### src/rtl/instruction_writeback_mc_if.sv
// Writeback stage bundle: retiring-instruction handshake, load data bus, and
// register-file write / status outputs.
interface instruction_writeback_mc_if #(
    parameter int unsigned XLEN  = 32,
    parameter int unsigned NREG  = 32,
    parameter int unsigned RET_W = 64
);
    localparam int unsigned RD_W = $clog2(NREG);

    logic [31:0]      t_instr;
    logic             t_instr_valid;
    logic             t_instr_ready;
    logic [XLEN-1:0]  iPC;
    logic [XLEN-1:0]  maAlu_rdValue;
    logic [XLEN-1:0]  dbus_rdata;
    logic             dbus_rvalid;
    logic             we;
    logic [RD_W-1:0]  rd;
    logic [XLEN-1:0]  rdValue;
    logic             misalign;
    logic [RET_W-1:0] instret;

    // Upstream pipeline plus data bus side.
    modport master (
        output t_instr, t_instr_valid, iPC, maAlu_rdValue, dbus_rdata, dbus_rvalid,
        input  t_instr_ready, we, rd, rdValue, misalign, instret
    );

    // Writeback stage side.
    modport slave (
        input  t_instr, t_instr_valid, iPC, maAlu_rdValue, dbus_rdata, dbus_rvalid,
        output t_instr_ready, we, rd, rdValue, misalign, instret
    );
endinterface

### src/rtl/instruction_writeback_mc.sv
// Multi-cycle writeback stage: accepts one retiring instruction per handshake,
// picks its result, waits for load data when needed and issues one registered
// register-file write. Misaligned loads are dropped with a misalign pulse.
module instruction_writeback_mc #(
    parameter int unsigned XLEN  = 32,
    parameter int unsigned NREG  = 32,
    parameter int unsigned RET_W = 64
) (
    input logic                      clk,
    input logic                      rstf,
    instruction_writeback_mc_if.slave wb
);
    localparam int unsigned RD_W   = $clog2(NREG);
    localparam int unsigned LANE_W = $clog2(XLEN / 8);

    localparam logic [6:0] OpLoad  = 7'b0000011;
    localparam logic [6:0] OpImm   = 7'b0010011;
    localparam logic [6:0] OpAuipc = 7'b0010111;
    localparam logic [6:0] OpReg   = 7'b0110011;
    localparam logic [6:0] OpLui   = 7'b0110111;
    localparam logic [6:0] OpJalr  = 7'b1100111;
    localparam logic [6:0] OpJal   = 7'b1101111;

    localparam logic StIdle     = 1'b0;
    localparam logic StWaitLoad = 1'b1;

    logic              state_q, state_d;
    logic              we_q, we_d;
    logic              mis_q, mis_d;
    logic [RD_W-1:0]   rd_q, rd_d;
    logic [XLEN-1:0]   val_q, val_d;
    logic [RET_W-1:0]  instret_q, instret_d;
    logic [RD_W-1:0]   ld_rd_q, ld_rd_d;
    logic [2:0]        ld_funct3_q, ld_funct3_d;
    logic [LANE_W-1:0] ld_lane_q, ld_lane_d;

    logic [6:0]        opcode;
    logic [2:0]        funct3;
    logic [RD_W-1:0]   rd_field;
    logic [2:0]        addr_lo;
    logic              xfer;
    logic              load_ok;
    logic              load_mis;
    logic              writes_rd;
    logic [XLEN-1:0]   alu_result;
    logic [XLEN-1:0]   shifted;
    logic [XLEN-1:0]   load_data;
    logic              unused_instr_hi;

    assign opcode          = wb.t_instr[6:0];
    assign funct3          = wb.t_instr[14:12];
    assign rd_field        = wb.t_instr[7 +: RD_W];
    assign addr_lo         = wb.maAlu_rdValue[2:0];
    assign unused_instr_hi = ^wb.t_instr[31:15];

    assign wb.t_instr_ready = (state_q == StIdle) & ~rstf;
    assign xfer             = wb.t_instr_valid & wb.t_instr_ready;

    assign wb.we      = we_q;
    assign wb.rd      = rd_q;
    assign wb.rdValue = val_q;
    assign wb.misalign = mis_q;
    assign wb.instret = instret_q;

    // Decode: result source for non-loads, legality and alignment for loads.
    always_comb begin
        writes_rd  = 1'b0;
        alu_result = wb.maAlu_rdValue;
        unique case (opcode)
            OpJal, OpJalr: begin
                writes_rd  = 1'b1;
                alu_result = wb.iPC + XLEN'(4);
            end
            OpLui, OpAuipc, OpReg, OpImm: writes_rd = 1'b1;
            default: writes_rd = 1'b0;
        endcase

        load_ok  = 1'b0;
        load_mis = 1'b0;
        unique case (funct3)
            3'b000, 3'b100: load_ok = 1'b1;
            3'b001, 3'b101: begin
                load_ok  = 1'b1;
                load_mis = addr_lo[0];
            end
            3'b010: begin
                load_ok  = 1'b1;
                load_mis = |addr_lo[1:0];
            end
            3'b110: begin
                load_ok  = (XLEN == 64);
                load_mis = |addr_lo[1:0];
            end
            3'b011: begin
                load_ok  = (XLEN == 64);
                load_mis = |addr_lo;
            end
            default: load_ok = 1'b0;
        endcase
    end

    // Load formatting: move the addressed lane to bit 0, then extend.
    always_comb begin
        shifted = wb.dbus_rdata >> {ld_lane_q, 3'b000};
        unique case (ld_funct3_q)
            3'b000:  load_data = XLEN'($signed(shifted[7:0]));
            3'b001:  load_data = XLEN'($signed(shifted[15:0]));
            3'b010:  load_data = XLEN'($signed(shifted[31:0]));
            3'b100:  load_data = XLEN'(shifted[7:0]);
            3'b101:  load_data = XLEN'(shifted[15:0]);
            3'b110:  load_data = XLEN'(shifted[31:0]);
            default: load_data = shifted;
        endcase
    end

    // Next-state: completions, load capture and the IDLE/WAIT_LOAD sequencing.
    always_comb begin
        state_d     = state_q;
        we_d        = 1'b0;
        mis_d       = 1'b0;
        rd_d        = rd_q;
        val_d       = val_q;
        instret_d   = instret_q;
        ld_rd_d     = ld_rd_q;
        ld_funct3_d = ld_funct3_q;
        ld_lane_d   = ld_lane_q;

        if (state_q == StIdle) begin
            if (xfer) begin
                if (opcode == OpLoad && load_ok && !load_mis) begin
                    state_d     = StWaitLoad;
                    ld_rd_d     = rd_field;
                    ld_funct3_d = funct3;
                    ld_lane_d   = wb.maAlu_rdValue[LANE_W-1:0];
                end else begin
                    // Misaligned or unsupported loads retire without a write.
                    instret_d = instret_q + RET_W'(1);
                    if (opcode == OpLoad) begin
                        mis_d = load_ok;
                    end else if (writes_rd && rd_field != '0) begin
                        we_d  = 1'b1;
                        rd_d  = rd_field;
                        val_d = alu_result;
                    end
                end
            end
        end else if (wb.dbus_rvalid) begin
            state_d   = StIdle;
            instret_d = instret_q + RET_W'(1);
            if (ld_rd_q != '0) begin
                we_d  = 1'b1;
                rd_d  = ld_rd_q;
                val_d = load_data;
            end
        end
    end

    // State registers with synchronous reset.
    always_ff @(posedge clk) begin
        if (rstf) begin
            state_q     <= StIdle;
            we_q        <= 1'b0;
            mis_q       <= 1'b0;
            rd_q        <= '0;
            val_q       <= '0;
            instret_q   <= '0;
            ld_rd_q     <= '0;
            ld_funct3_q <= '0;
            ld_lane_q   <= '0;
        end else begin
            state_q     <= state_d;
            we_q        <= we_d;
            mis_q       <= mis_d;
            rd_q        <= rd_d;
            val_q       <= val_d;
            instret_q   <= instret_d;
            ld_rd_q     <= ld_rd_d;
            ld_funct3_q <= ld_funct3_d;
            ld_lane_q   <= ld_lane_d;
        end
    end
endmodule

### src/flat_wrapper.sv
// flat-port wrapper written by rule: the top's interface ports become plain ports
module instruction_writeback_mc_flat 
#(
    parameter int unsigned XLEN  = 32,
    parameter int unsigned NREG  = 32,
    parameter int unsigned RET_W = 64
)
  (clk, rstf, wb_t_instr, wb_t_instr_valid, wb_iPC, wb_maAlu_rdValue, wb_dbus_rdata, wb_dbus_rvalid, wb_t_instr_ready, wb_we, wb_rd, wb_rdValue, wb_misalign, wb_instret);
  instruction_writeback_mc_if #(.XLEN(XLEN), .NREG(NREG), .RET_W(RET_W)) wb_i ();
  input logic clk;
  input logic rstf;
  input wire logic [$bits(wb_i.t_instr)-1:0] wb_t_instr;
  input wire logic [$bits(wb_i.t_instr_valid)-1:0] wb_t_instr_valid;
  input wire logic [$bits(wb_i.iPC)-1:0] wb_iPC;
  input wire logic [$bits(wb_i.maAlu_rdValue)-1:0] wb_maAlu_rdValue;
  input wire logic [$bits(wb_i.dbus_rdata)-1:0] wb_dbus_rdata;
  input wire logic [$bits(wb_i.dbus_rvalid)-1:0] wb_dbus_rvalid;
  output wire logic [$bits(wb_i.t_instr_ready)-1:0] wb_t_instr_ready;
  output wire logic [$bits(wb_i.we)-1:0] wb_we;
  output wire logic [$bits(wb_i.rd)-1:0] wb_rd;
  output wire logic [$bits(wb_i.rdValue)-1:0] wb_rdValue;
  output wire logic [$bits(wb_i.misalign)-1:0] wb_misalign;
  output wire logic [$bits(wb_i.instret)-1:0] wb_instret;
  assign wb_i.t_instr = wb_t_instr;
  assign wb_i.t_instr_valid = wb_t_instr_valid;
  assign wb_i.iPC = wb_iPC;
  assign wb_i.maAlu_rdValue = wb_maAlu_rdValue;
  assign wb_i.dbus_rdata = wb_dbus_rdata;
  assign wb_i.dbus_rvalid = wb_dbus_rvalid;
  assign wb_t_instr_ready = wb_i.t_instr_ready;
  assign wb_we = wb_i.we;
  assign wb_rd = wb_i.rd;
  assign wb_rdValue = wb_i.rdValue;
  assign wb_misalign = wb_i.misalign;
  assign wb_instret = wb_i.instret;
  instruction_writeback_mc #(.XLEN(XLEN), .NREG(NREG), .RET_W(RET_W)) u_core (.clk(clk), .rstf(rstf), .wb(wb_i));
endmodule
### config.mk
export PLATFORM = sky130hd
export DESIGN_NAME = instruction_writeback_mc_flat
export DESIGN_NICKNAME = d
export VERILOG_FILES = /design/src/rtl/instruction_writeback_mc_if.sv /design/src/rtl/instruction_writeback_mc.sv /design/src/flat_wrapper.sv
export SDC_FILE = /design/constraint.sdc
export NUM_CORES = 1
export LEC_CHECK = 0
export ABC_AREA = 1
export ABC_CLOCK_PERIOD_IN_PS = 3050
export CORE_ASPECT_RATIO = 0.8
export CORE_UTILIZATION = 25
export DETAILED_ROUTE_END_ITERATION = 6
export HOLD_SLACK_MARGIN = 0.15
export PLACE_DENSITY = 0.53
export REMOVE_ABC_BUFFERS = 1
export SKIP_CTS_REPAIR_TIMING = 1
export SLEW_MARGIN = 10
export SYNTH_ARGS = -nofsm -noshare
export SYNTH_HDL_FRONTEND = slang
export SYNTH_SLANG_ARGS = --single-unit
### constraint.sdc
create_clock -name clk -period 3.05 [get_ports clk]
set_input_delay 0.305 -clock clk [delete_from_list [all_inputs] [get_ports clk]]
set_output_delay 0.305 -clock clk [all_outputs]
set_load 0.05 [all_outputs]
==> results_dict.tcl, run 1 <==
# place-and-route summary
set metrics [dict create \
    crit_family "buffers and inverters" \
    logic_gate_count 1139 \
    detailed_place_hpwl_um 27200 \
    fin_area_um2 11500 \
    chipArea_um2 34400 \
    insertion_delay_ns 0.43 \
    worstSetupEndpoint "wb_instret[24]" \
    fp.dieH_um 166 \
    place_ws_ns 0.673 \
    reg2reg_slack_ns 0.97 \
    fmax_ghz 0.465 \
    synth.cellmix.compoundShare 0.162 \
    syn2layout_area_growth_pct 37.2 \
    drc 6 \
    syn_area_um2 8410 \
    nNetsFinal 1763 \
    cpMaxStageDelayCell "clkdlybuf4s50_1" \
    swShare 0.253 \
    xor_share 0.0250 \
    max_cap_viol_count 0 \
    std_cell_rows 59 \
    non_clock_buffer_area_share 0.197 \
    critPathMaxStageDelay_ns 0.88 \
    port_buffers 218 \
    ys_cells 1439 \
    n_all_buffers 231 \
    clkbuf_count 20 \
    ioPinCount 236 \
    setup_tns_ns 0 \
    drive_gt1_frac 0.0767 \
    edf_count 0 \
    status "complete, but fails checks" \
    setup_ws_ns 0.900 \
    synth_cells 1439 \
    hold_start "rstf" \
    synth_warnings 0 \
    met3_usage 0.0361 \
    violations "DRC" \
    place.gp.congestion 0.970 \
    period_used_share 0.705 \
    antenna_found_initial 0 \
    grt_pass1_wl_um 53900 \
    lay_top_cells "491 x nand2_1, 217 x clkdlybuf4s50_1, 163 x nor2_1" \
    combPwrFrac 0.106 \
    ant_nets 0 \
    hold_ws_ns 0.329 \
    busiest_layer "met1" \
    vias 9861 \
    end_kind "output pin" \
    clock_area_frac 0.0530 \
    n_tap_cell 427 \
    path_depth 1 \
    slew_violations 0 \
    root_buffer "clkbuf_16" \
    tightest_slew_ns 0.784 \
    nonClockInverterCount 126 \
    comb_area_frac 0.465 \
    path_class "reg2out" \
    grt_pass1_vias 9160 \
    numCtsBuffers 17 \
    fp_util 0.256 \
    setup_violations 0 \
    grt_use_met1 0.315 \
    vias_per_cell 4.77 \
    seq_area_um2 2280 \
    path_clk_slew_ns 0.06 \
    hold_viol 0 \
    reg2reg_depth 9 \
    grtUsageTotal 0.203 \
    period_needed_ns 2.15 \
    synth_top_area_share 0.271 \
    cellPowerDensity_nw_per_um2 351 \
    vdd_drop_max_v 0.000356 \
    p_leak_nw 4.17 \
]
==> run 1: layer usage <==
layer	wire, µm	vias up	share of wire
met3	2270	23	0.065
li1	-	5032	-
met2	13700	306	0.39
met5	0	-	0
met1	18600	4500	0.53
met4	361	0	0.010
==> run 1: power by group through the flow <==
stage	registers (mW)	clock network [mW]	logic, mW
finish	1.50	2.12	0.431
detailed placement	1.54	0	0.429
floorplan	1.56	0	0.138
CTS	1.50	2.17	0.431
global placement	1.53	0	0.428
global route	1.50	2.23	0.467
==> run 1: sequential cells by signal, indices dropped and copies added (netlist names) <==
name                flops
u_core.ld_funct3_q      3
u_core.wb.rdValue      32
u_core.wb.rd            5
u_core.wb.instret      64
u_core.ld_rd_q          5
u_core.ld_lane_q        2
u_core.state_q          1
u_core.wb.misalign      1
u_core.wb.we            1
Run 1, register map, names as in the netlist:
The bar under the picture is 50 µm long.
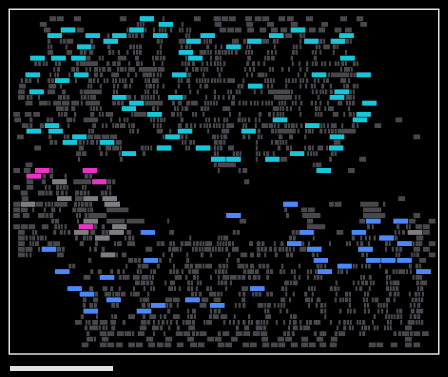
magenta -> `u_core.wb.rd`  # flops 5, where west
cyan -> `u_core.wb.instret`  # flops 64
blue -> `u_core.wb.rdValue`  # flops 32, where a horizontal strip, bottom

Run 1, congestion heat map:
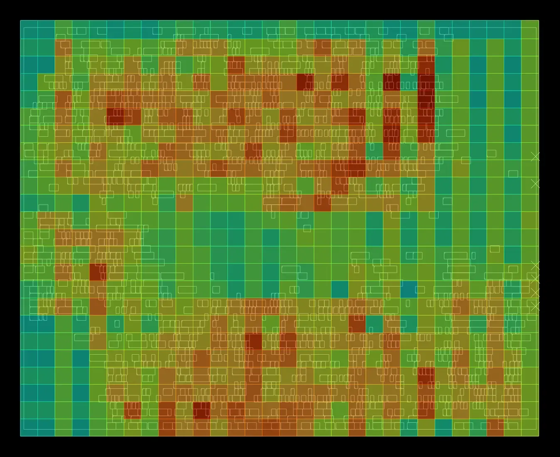
Avg WL per Cell: 16.9 µm
fin util: 0.351

Run 1, wiring by layer:
The bar under the picture is 50 µm long. Two of the layers only.
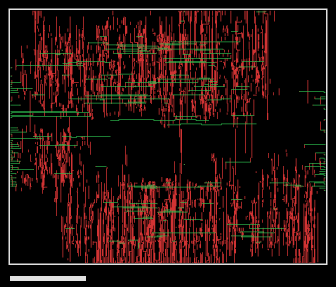
red -> M2  # wire length 13700 µm
green -> M3  # wire length 2270 µm

==> run 1 -> run 2 <==
Settings changed: ABC_CLOCK_PERIOD_IN_PS 3050 to 1900, PLACE_DENSITY 0.53 to 0.55.
Clock period 3.05 ns to 1.9 ns, I/O delays scaled along.
Run 2, wiring by layer:
The bar under the picture is 50 µm long. Two of the layers only.
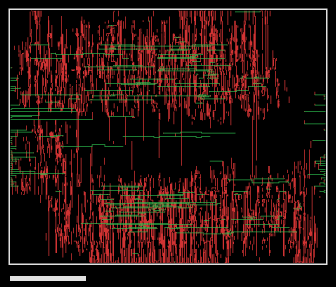
red -> M2  # wire length 14700 µm
green -> M3  # wire length 2760 µm

==> run 2 against run 1 <==
  * The run still ends with DRC left
  * Core utilization rose by 3.0 points
  * Sequential share of layout area fell by 1.5 points
  * Clock skew rose by 0.0025 ns
  * Critical endpoint is now wb_rdValue[0]
  * Hold slack got worse by 0.0066 ns
==> results_dict.tcl, run 2 <==
# place-and-route summary
set metrics [dict create \
    status "complete, but fails checks" \
    violations "DRC" \
    vdd_drop_max_v 0.000496 \
    comb_cell_power_mw 0.799 \
    period_needed_ns 1.84 \
    met3_usage 0.0456 \
    path_class "reg2out" \
    chipArea_um2 34400 \
    top_power_group "the clock network" \
    drive_gt1_frac 0.161 \
    fp.dieH_um 166 \
    path_depth 1 \
    cellPowerDensity_nw_per_um2 502 \
    synth_top_area_share 0.271 \
    setup_violations 0 \
    worstSetupEndpoint "wb_rdValue[0]" \
    detailed_place_hpwl_um 29700 \
    drc 6 \
    path_clk_slew_ns 0.06 \
    syn_area_um2 8410 \
    end_kind "output pin" \
    hold_start "rstf" \
    grtUsageTotal 0.215 \
    setup_ws_ns 0.0618 \
    top_layer_used "met4" \
    port_buffers 218 \
    ant_nets 0 \
    busiest_layer "met1" \
    grt_use_met1 0.328 \
    seq_area_um2 2290 \
    place_ws_ns -0.163 \
    max_cap_viol_count 0 \
    grt_pass1_vias 9726 \
    p_leak_nw 5.59 \
    vias 10500 \
    cpMaxStageDelayCell "clkdlybuf4s50_1" \
    numCtsBuffers 17 \
    root_buffer "clkbuf_16" \
    place.gp.congestion 0.996 \
    synth.cellmix.compoundShare 0.162 \
    edf_count 0 \
    largest_reg_flops 64 \
    powerClk_mw 3.09 \
    crit_family "buffers and inverters" \
    synth_cells 1439 \
    nNetsFinal 1875 \
    fmax_ghz 0.544 \
    grt_pass1_wl_um 56700 \
    met3WireLength_um 2760 \
    fp_util 0.256 \
    ys_cells 1439 \
    met2_length_um 14700 \
    slew_violations 0 \
    antenna_found_initial 0 \
    hold_viol 0 \
    period_used_share 0.967 \
    final_core_util 0.381 \
    reg2reg_slack_ns 0.09 \
    insertion_delay_ns 0.44 \
    ioPinCount 236 \
    syn2layout_area_growth_pct 49.0 \
    vias_per_cell 4.79 \
    critPathMaxStageDelay_ns 0.87 \
    routedWlPerCell_um 17.0 \
]
Run 2, cells coloured by class:
The bar under the picture is 50 µm long. Fill, decap, tap and diode cells in grey.
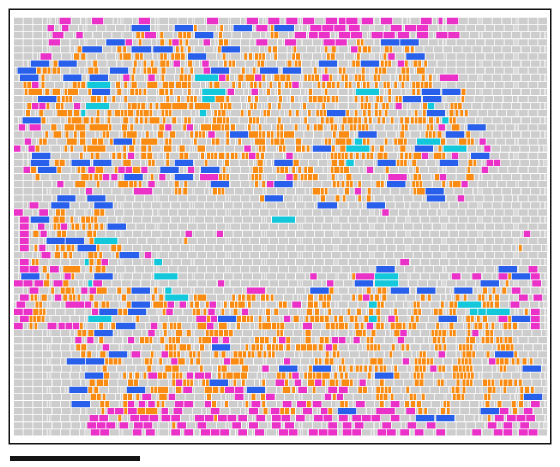
orange -> remaining logic cells  # cells 1265
blue -> sequential cells  # cells 114
magenta -> remaining buffers and delay cells  # cells 343
cyan -> clock drivers and dummy loads  # cells 32

run 2: cell count changes in the layout (fill, tap and decap cells not counted), sizes merged:
cell	delta
inv	+3
clkinvlp	+2
clkdlybuf4s50	-65
buf	+136
dlymetal6s2s	+41
bufinv	-3
clkbuf	-2
run 2: stage by stage:
step                area [µm²]  cells
detailed placement       11800   2147
finish                   12500   2181
global route             12500   2181
global placement         11800   2147
floorplan                 8120   1379
CTS                      12300   2179
run 2: final cells by class:
type                       count  area share
clock buffer                  18      0.0350
inverter                     126      0.0377
tap                          427      0.0426
clock inverter                14     0.00849
timing repair buffer         343       0.260
multi-input combinational   1139       0.433
sequential                   114       0.183
run 2: cells by family after synthesis:
group	count (synthesis)
fa+ha+maj	2
mux	3
simple gates	853
compound gates	257
buf+inv	186
xor+xnor	24
flops	114
No activity file was given, so power comes from the tool's default toggle rates.
